Figure 1. Routing congestion (run 1).
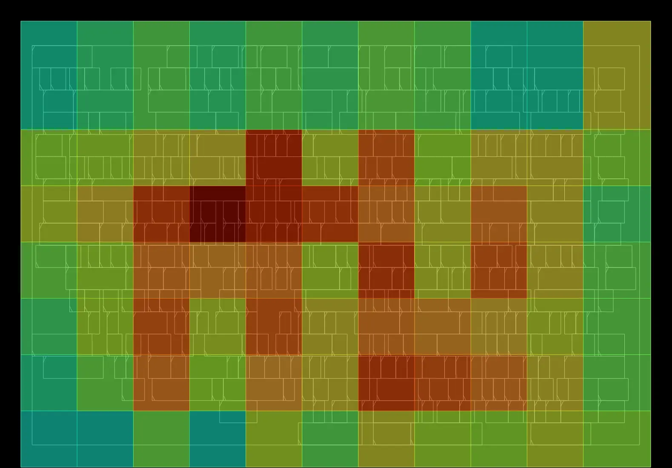
Figure 2. Metal layers overlaid (run 1).
Scale bar: 20 µm. Only two layers are drawn.
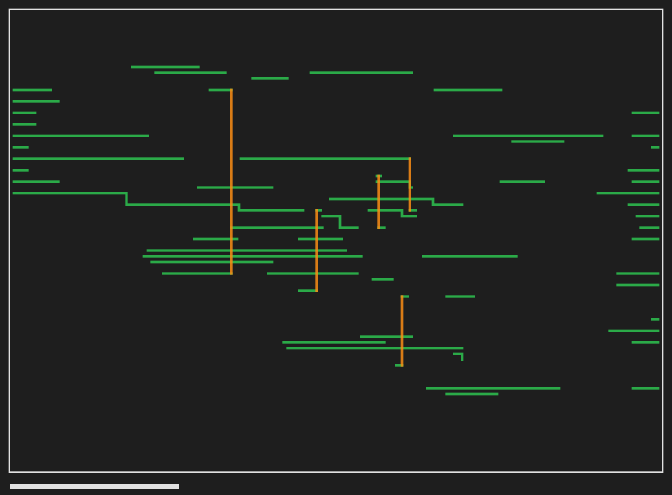
Figure 3. Metal 1 (run 1).
Scale bar: 20 µm.
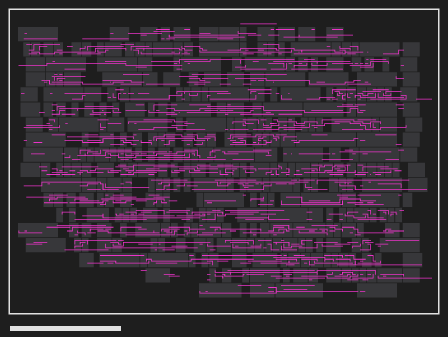
## src/rtl/jtpang_pkg.sv

```systemverilog
// Shared definitions for the pang object-attribute DMA: FSM encoding and
// the default transfer geometry.
package jtpang_pkg;

  localparam int OBJ_LEN = 512;
  localparam int OBJ_AW  = 9;

  typedef enum logic [1:0] {
    IDLE = 2'd0,
    REQ  = 2'd1,
    COPY = 2'd2,
    REL  = 2'd3
  } dma_state_t;

endpackage

```

## src/rtl/jtpang_objdma_edge.sv

```systemverilog
// Rising-edge detector for the CPU DMA trigger, sampled on cen, with a
// single pending latch that remembers one edge seen while a copy is busy.
module jtpang_objdma_edge
  import jtpang_pkg::*;
(
  input  logic clk,
  input  logic rst,
  input  logic cen,
  input  logic i_din,
  input  logic i_busy,
  output logic o_trig
);

  logic r_last;
  logic r_pend;
  logic w_rise;

  assign w_rise = i_din & ~r_last;
  // Fresh edge or a remembered one; only meaningful to the FSM while idle.
  assign o_trig = cen & (w_rise | r_pend);

  // Track the previous trigger level and the pending flag on cen ticks.
  always_ff @(posedge clk) begin
    // NOTE: registers use non-blocking assignments so every flop samples the
    // pre-edge values of the others, independent of statement order.
    if (rst) begin
      r_last <= 1'b0;
      r_pend <= 1'b0;
    end else if (cen) begin
      r_last <= i_din;
      // While idle the FSM consumes the trigger this tick, so the latch is
      // dropped; while busy an edge only sets it (a flag, not a counter).
      if (!i_busy)     r_pend <= 1'b0;
      else if (w_rise) r_pend <= 1'b1;
    end
  end

endmodule

```

## src/rtl/jtpang_objdma.sv

```systemverilog
// Object-attribute DMA: on a CPU trigger, take the Z80 bus, copy LEN bytes
// from the CPU object RAM window into the renderer's object buffer, then
// hand the bus back. busy tells the renderer to skip drawing meanwhile.
module jtpang_objdma
  import jtpang_pkg::*;
#(
  parameter int AW    = OBJ_AW,
  parameter int LEN   = OBJ_LEN,
  parameter int RDLAT = 1
) (
  input  logic          clk,
  input  logic          rst,
  input  logic          cen,
  input  logic          dma_go,
  input  logic          busak_n,
  output logic          busrq,
  output logic [AW-1:0] src_addr,
  input  logic [7:0]    src_data,
  output logic [AW-1:0] dst_addr,
  output logic [7:0]    dst_data,
  output logic          dst_we,
  output logic          busy
);

  if (RDLAT != 1) begin : g_bad_rdlat
    $error("jtpang_objdma: only RDLAT=1 is supported");
  end
  if (LEN < 1 || LEN > (1 << AW)) begin : g_bad_len
    $error("jtpang_objdma: LEN must be in 1..2**AW");
  end

  // One extra bit so the end-of-copy value LEN never aliases to 0.
  localparam logic [AW:0] CNT_END = (AW+1)'(LEN);

  dma_state_t    r_state,    w_state_nxt;
  logic          r_busrq,    w_busrq_nxt;
  logic          r_busy,     w_busy_nxt;
  logic [AW:0]   r_cnt,      w_cnt_nxt;
  logic [AW-1:0] r_src_addr, w_src_addr_nxt;
  logic          r_rd_vld,   w_rd_vld_nxt;
  logic          r_we,       w_we_nxt;
  logic [AW-1:0] r_dst_addr, w_dst_addr_nxt;
  logic [7:0]    r_dst_data, w_dst_data_nxt;
  logic          w_trig;
  logic          w_can_issue;

  jtpang_objdma_edge u_edge (
    .clk    (clk),
    .rst    (rst),
    .cen    (cen),
    .i_din  (dma_go),
    .i_busy (r_busy),
    .o_trig (w_trig)
  );

  // A new read may go out while the bus is held and bytes remain.
  assign w_can_issue = ~busak_n & (r_cnt != CNT_END);

  // Next-state and next-output logic; everything holds when cen is low.
  always_comb begin
    // NOTE: every output of this block is given its hold value first, so no
    // path through the case/if tree can leave one unassigned (no latches).
    w_state_nxt    = r_state;
    w_busrq_nxt    = r_busrq;
    w_busy_nxt     = r_busy;
    w_cnt_nxt      = r_cnt;
    w_src_addr_nxt = r_src_addr;
    w_rd_vld_nxt   = r_rd_vld;
    w_we_nxt       = r_we;
    w_dst_addr_nxt = r_dst_addr;
    w_dst_data_nxt = r_dst_data;
    if (cen) begin
      w_we_nxt = 1'b0;
      unique case (r_state)
        IDLE: begin
          if (w_trig) begin
            w_state_nxt  = REQ;
            w_busy_nxt   = 1'b1;
            w_busrq_nxt  = 1'b1;
            w_cnt_nxt    = '0;
            w_rd_vld_nxt = 1'b0;
          end
        end
        REQ: begin
          // The first read goes out on the acknowledge tick itself.
          if (!busak_n) begin
            w_state_nxt    = COPY;
            w_src_addr_nxt = r_cnt[AW-1:0];
            w_rd_vld_nxt   = 1'b1;
            w_cnt_nxt      = r_cnt + 1'b1;
          end
        end
        COPY: begin
          // The byte read last tick is owed a write whatever busak_n does.
          if (r_rd_vld) begin
            w_we_nxt       = 1'b1;
            w_dst_addr_nxt = r_src_addr;
            w_dst_data_nxt = src_data;
          end
          w_rd_vld_nxt = 1'b0;
          if (w_can_issue) begin
            w_src_addr_nxt = r_cnt[AW-1:0];
            w_rd_vld_nxt   = 1'b1;
            w_cnt_nxt      = r_cnt + 1'b1;
          end
          if (r_cnt == CNT_END && r_rd_vld) begin
            w_state_nxt = REL;
            w_busrq_nxt = 1'b0;
          end
        end
        REL: begin
          if (busak_n) begin
            w_state_nxt = IDLE;
            w_busy_nxt  = 1'b0;
          end
        end
      endcase
    end
  end

  // State and output registers; reset wins over cen.
  always_ff @(posedge clk) begin
    if (rst) begin
      r_state    <= IDLE;
      r_busrq    <= 1'b0;
      r_busy     <= 1'b0;
      r_cnt      <= '0;
      r_src_addr <= '0;
      r_rd_vld   <= 1'b0;
      r_we       <= 1'b0;
      r_dst_addr <= '0;
      r_dst_data <= '0;
    end else begin
      r_state    <= w_state_nxt;
      r_busrq    <= w_busrq_nxt;
      r_busy     <= w_busy_nxt;
      r_cnt      <= w_cnt_nxt;
      r_src_addr <= w_src_addr_nxt;
      r_rd_vld   <= w_rd_vld_nxt;
      r_we       <= w_we_nxt;
      r_dst_addr <= w_dst_addr_nxt;
      r_dst_data <= w_dst_data_nxt;
    end
  end

  assign busrq    = r_busrq;
  assign busy     = r_busy;
  assign src_addr = r_src_addr;
  assign dst_addr = r_dst_addr;
  assign dst_data = r_dst_data;
  // The buffer commits on the next cen edge, so the strobe is confined to
  // the single clk where cen is high.
  assign dst_we   = r_we & cen;

endmodule

```

## config.mk

```make
export PLATFORM = sky130hd
export DESIGN_NAME = jtpang_objdma
export DESIGN_NICKNAME = d
export VERILOG_FILES = /design/src/rtl/jtpang_pkg.sv /design/src/rtl/jtpang_objdma_edge.sv /design/src/rtl/jtpang_objdma.sv
export SDC_FILE = /design/constraint.sdc
export NUM_CORES = 1
export LEC_CHECK = 0
export ABC_AREA = 1
export CAP_MARGIN = 20
export CORE_ASPECT_RATIO = 0.7
export CORE_UTILIZATION = 53
export CTS_BUF_LIST = sky130_fd_sc_hd__clkbuf_4
export CTS_CLUSTER_SIZE = 16
export DETAILED_ROUTE_END_ITERATION = 6
export PLACE_DENSITY = 0.86
export SYNTH_ARGS = -nofsm -noshare
export SYNTH_HDL_FRONTEND = slang
export SYNTH_SLANG_ARGS = --single-unit
export TNS_END_PERCENT = 20
```

## constraint.sdc

```tcl
create_clock -name clk -period 1.6 [get_ports clk]
set_input_delay 0.4 -clock clk [delete_from_list [all_inputs] [get_ports clk]]
set_output_delay 0.4 -clock clk [all_outputs]
set_load 0.02 [all_outputs]
```

==> deck_impl_summary.md, run 1 <==
Synthesis and Place & Route Summary

Run status
  • Run status: complete, no violations

Logic synthesis
  • Net Count, Synth: 318
  • Fraction of registers with async set/reset: 0%
  • Seq/Total Area, Yosys: a little over two fifths
  • Synth logic family: simple AND/OR/NAND/NOR gates
  • Top cells by area: dfxtp_1, nand2_1, a21oi_1
  • Mux share: 0%
  • Yosys Warn Count: 0
  • Simple Share, Synth: 33.9%
  • Unique cell types: 28

Worst setup path
  • Max incr delay on CP: 0.40 ns
  • Internal reg-to-reg setup slack: 0.10 ns
  • Crit end category: output port
  • Levels on crit path: 1
  • CP Max Fanout: 3

Detailed routing
  • Routed wire length: 5350 µm
  • Met2 Wirelength: ~2400 µm
  • Drt drc: 0
  • DR vias: 2207

Min path
  • Hold endpoint: dst_data[1]$_SDFFE_PP0P_
  • Worst hold stages: 2
  • Hold Crit Class: register to register

Cells and area
  • Final #Nets: around 380
  • Max reg flops: 10
  • Layout cells sized above 1: 14.8%

Timing
  • Post-Route Setup TNS: 0 ns
  • Period utilization: about 95%
  • RSZ-0062 raised after global routing: yes
  • Final hold vios: 0
  • Slew headroom: 71.9%
  • Slack of the critical path: 0.0785 ns

GRT
  • Vias in the first global route: 1889
  • Global-route wire length before repair: about 8500 µm
  • Global route overflow: 0

CTS
  • CTS resizes: 34
  • Clock net sink count: 44
  • Post-cts hold buffer count: 0
  • Postcts setup bufs: 0
  • Num CTS Buffers: 5

Placed design
  • Post-DP HPWL: 3720 µm
  • PortBufs: 41
  • Gp weighted congestion: roughly 0.90
  • Post-Place Setup Slack: -0.368 ns

Floorplan
  • Die Ht: between 50 and 60 µm

Power
  • P_comb: 662 µW
  • VDD IR max: 579 µV
## Picture notes: Figure 1
met3 Use GR: 6.67%
met2 usage: 44.4%
Top Usage Layer GRT: met2
Finished Core Util: 76.0%
routed length per placed instance: 13.1 µm

## Picture notes: Figure 2
Key: metal 3 = green [wire length 468 µm]; metal 4 = orange [wire length 51.7 µm]

## Picture notes: Figure 3
The layer holds 46% of the routed length. The layer carries 2460 µm of wire. The wires run mostly horizontal. The longest straight run is 18.4 µm. 336 nets have wire on it.

run 1: layout make-up:
class | count | area [µm²] | area share (%)
multi-input cells | 221 | 1110 | 40.0
flip-flops and latches | 44 | 886 | 31.9
repair buffers | 63 | 538 | 19.4
inverters | 23 | 93.8 | 3.38
well taps | 50 | 62.6 | 2.26
clock inverters | 3 | 46.3 | 1.67
clock buffers | 5 | 37.5 | 1.35
run 1: metrics by stage:
stage                     util [%]  hold WS, ns  std cells
after CTS                     74.6        0.469        407
final                         76.0        0.468        409
after global routing          76.0        0.485        409
after global placement        73.3        0.440        399
after detailed placement      73.3        0.450        399
after floorplan                  -        0.429        299
--- run 2 (diff from run 1) ---
Settings changed: CAP_MARGIN 20 to 25.
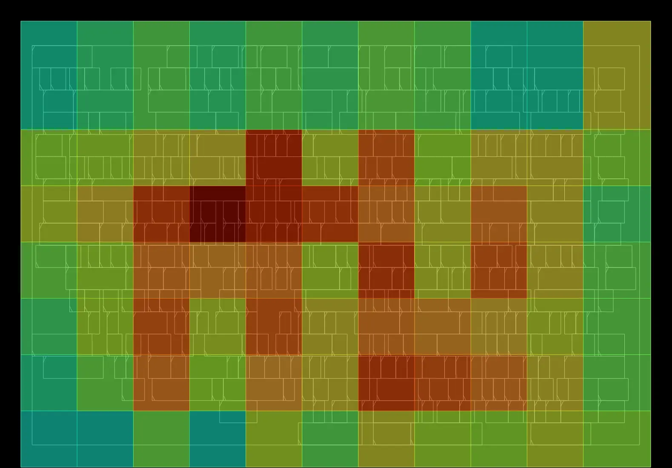
Figure 4: run 2, routing congestion.
Tot GR Track Use: 25.8%
GR Layer Usage met1: 32.9%

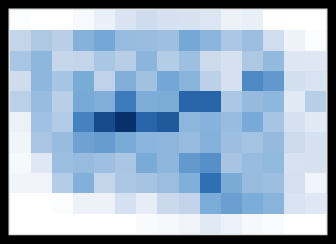
Figure 5: run 2, routed metal per tile.
The die is cut into 15 by 11 equal tiles; white is low, dark blue is high, scaled to the fullest tile. Values are wire area over tile area, all layers added.
The fullest tile reaches 0.68. 11% of the tiles are nearly empty. The emptiest ninth of the die: lower left. The mean over all tiles is 0.21. 12% of the tiles are over half the peak.

==> deck_impl_summary.md, run 2 <==
Synthesis and Place & Route Summary

Worst setup path
  • CP Max Fanout: 3 (unchanged)
  • Crit end category: output port

CTS
  • Clock net sink count: 44 (unchanged)

Logic synthesis
  • Synth logic family: simple AND/OR/NAND/NOR gates
  • Seq/Total Area, Yosys: 41.9% (unchanged)
  • Mux share: 0% (unchanged)
  • Yosys Warn Count: 0 (unchanged)

Cells and area
  • Clk_buf instances: 5 (unchanged)
  • Logic area: 1110 µm² (unchanged)
  • Comb gates: 221 (unchanged)
  • Inverters: 23 (unchanged)
  • Final clock-cell share: 3.02% (unchanged)
  • Dominant class by area: multi-input combinational cells
  • Comb area share: 40.0% (unchanged)
  • Max reg flops: 10 (unchanged)
  • Finished Core Util: 76.0% (unchanged)
  • Flop share of the area: 31.9% (unchanged)
  • Final #Nets: 377 (unchanged)
  • Nonclk buf count: 63 (unchanged)

GRT
  • Global-route wire length before repair: 8460 µm (unchanged)
  • Top Usage Layer GRT: met2
  • Met2 usage: 44.4% (unchanged)
  • Vias in the first global route: 1889 (unchanged)

Detailed routing
  • Met2 Wirelength: 2370 µm (unchanged)
  • DR vias: 2207 (unchanged)

Timing
  • Final hold vios: 0 (unchanged)
  • Period utilization: 95.1% (unchanged)
  • Post-Route Setup TNS: 0 ns (unchanged)
  • Slew headroom: 71.9% (unchanged)

Min path
  • Hold Crit Class: register to register
  • Worst hold stages: 2 (unchanged)

Run status
  • Run status: complete, no violations

Placed design
  • Post-Place Setup Slack: -0.368 ns (unchanged)
-- run 2: cell counts in the layout (fill, tap and decap cells not counted) --
Identical to the previous run, type by type.
-- run 2: worst max path at each step --
stage | startpoint | endpoint
after global routing | r_state[1]$_SDFFE_PP0P_ | r_cnt[4]$_SDFFE_PP0P_
after floorplan | r_cnt[0]$_SDFFE_PP0P_ | src_addr[2]$_SDFFE_PP0P_
after CTS | r_state[0]$_SDFFE_PP0P_ | r_cnt[7]$_SDFFE_PP0P_
final | src_addr[1]$_SDFFE_PP0P_ | src_addr[1]
after detailed placement | cen | dst_we
after global placement | cen | dst_we
-- run 2: repair_timing --
item	in CTS	in global routing
resized	34	16
cloned	0	1
endpoints found under the setup margin	39	21
buffers inserted	0	1
pin swaps	0	6
Power figures rest on the tool's default switching activity, not on a simulated workload.
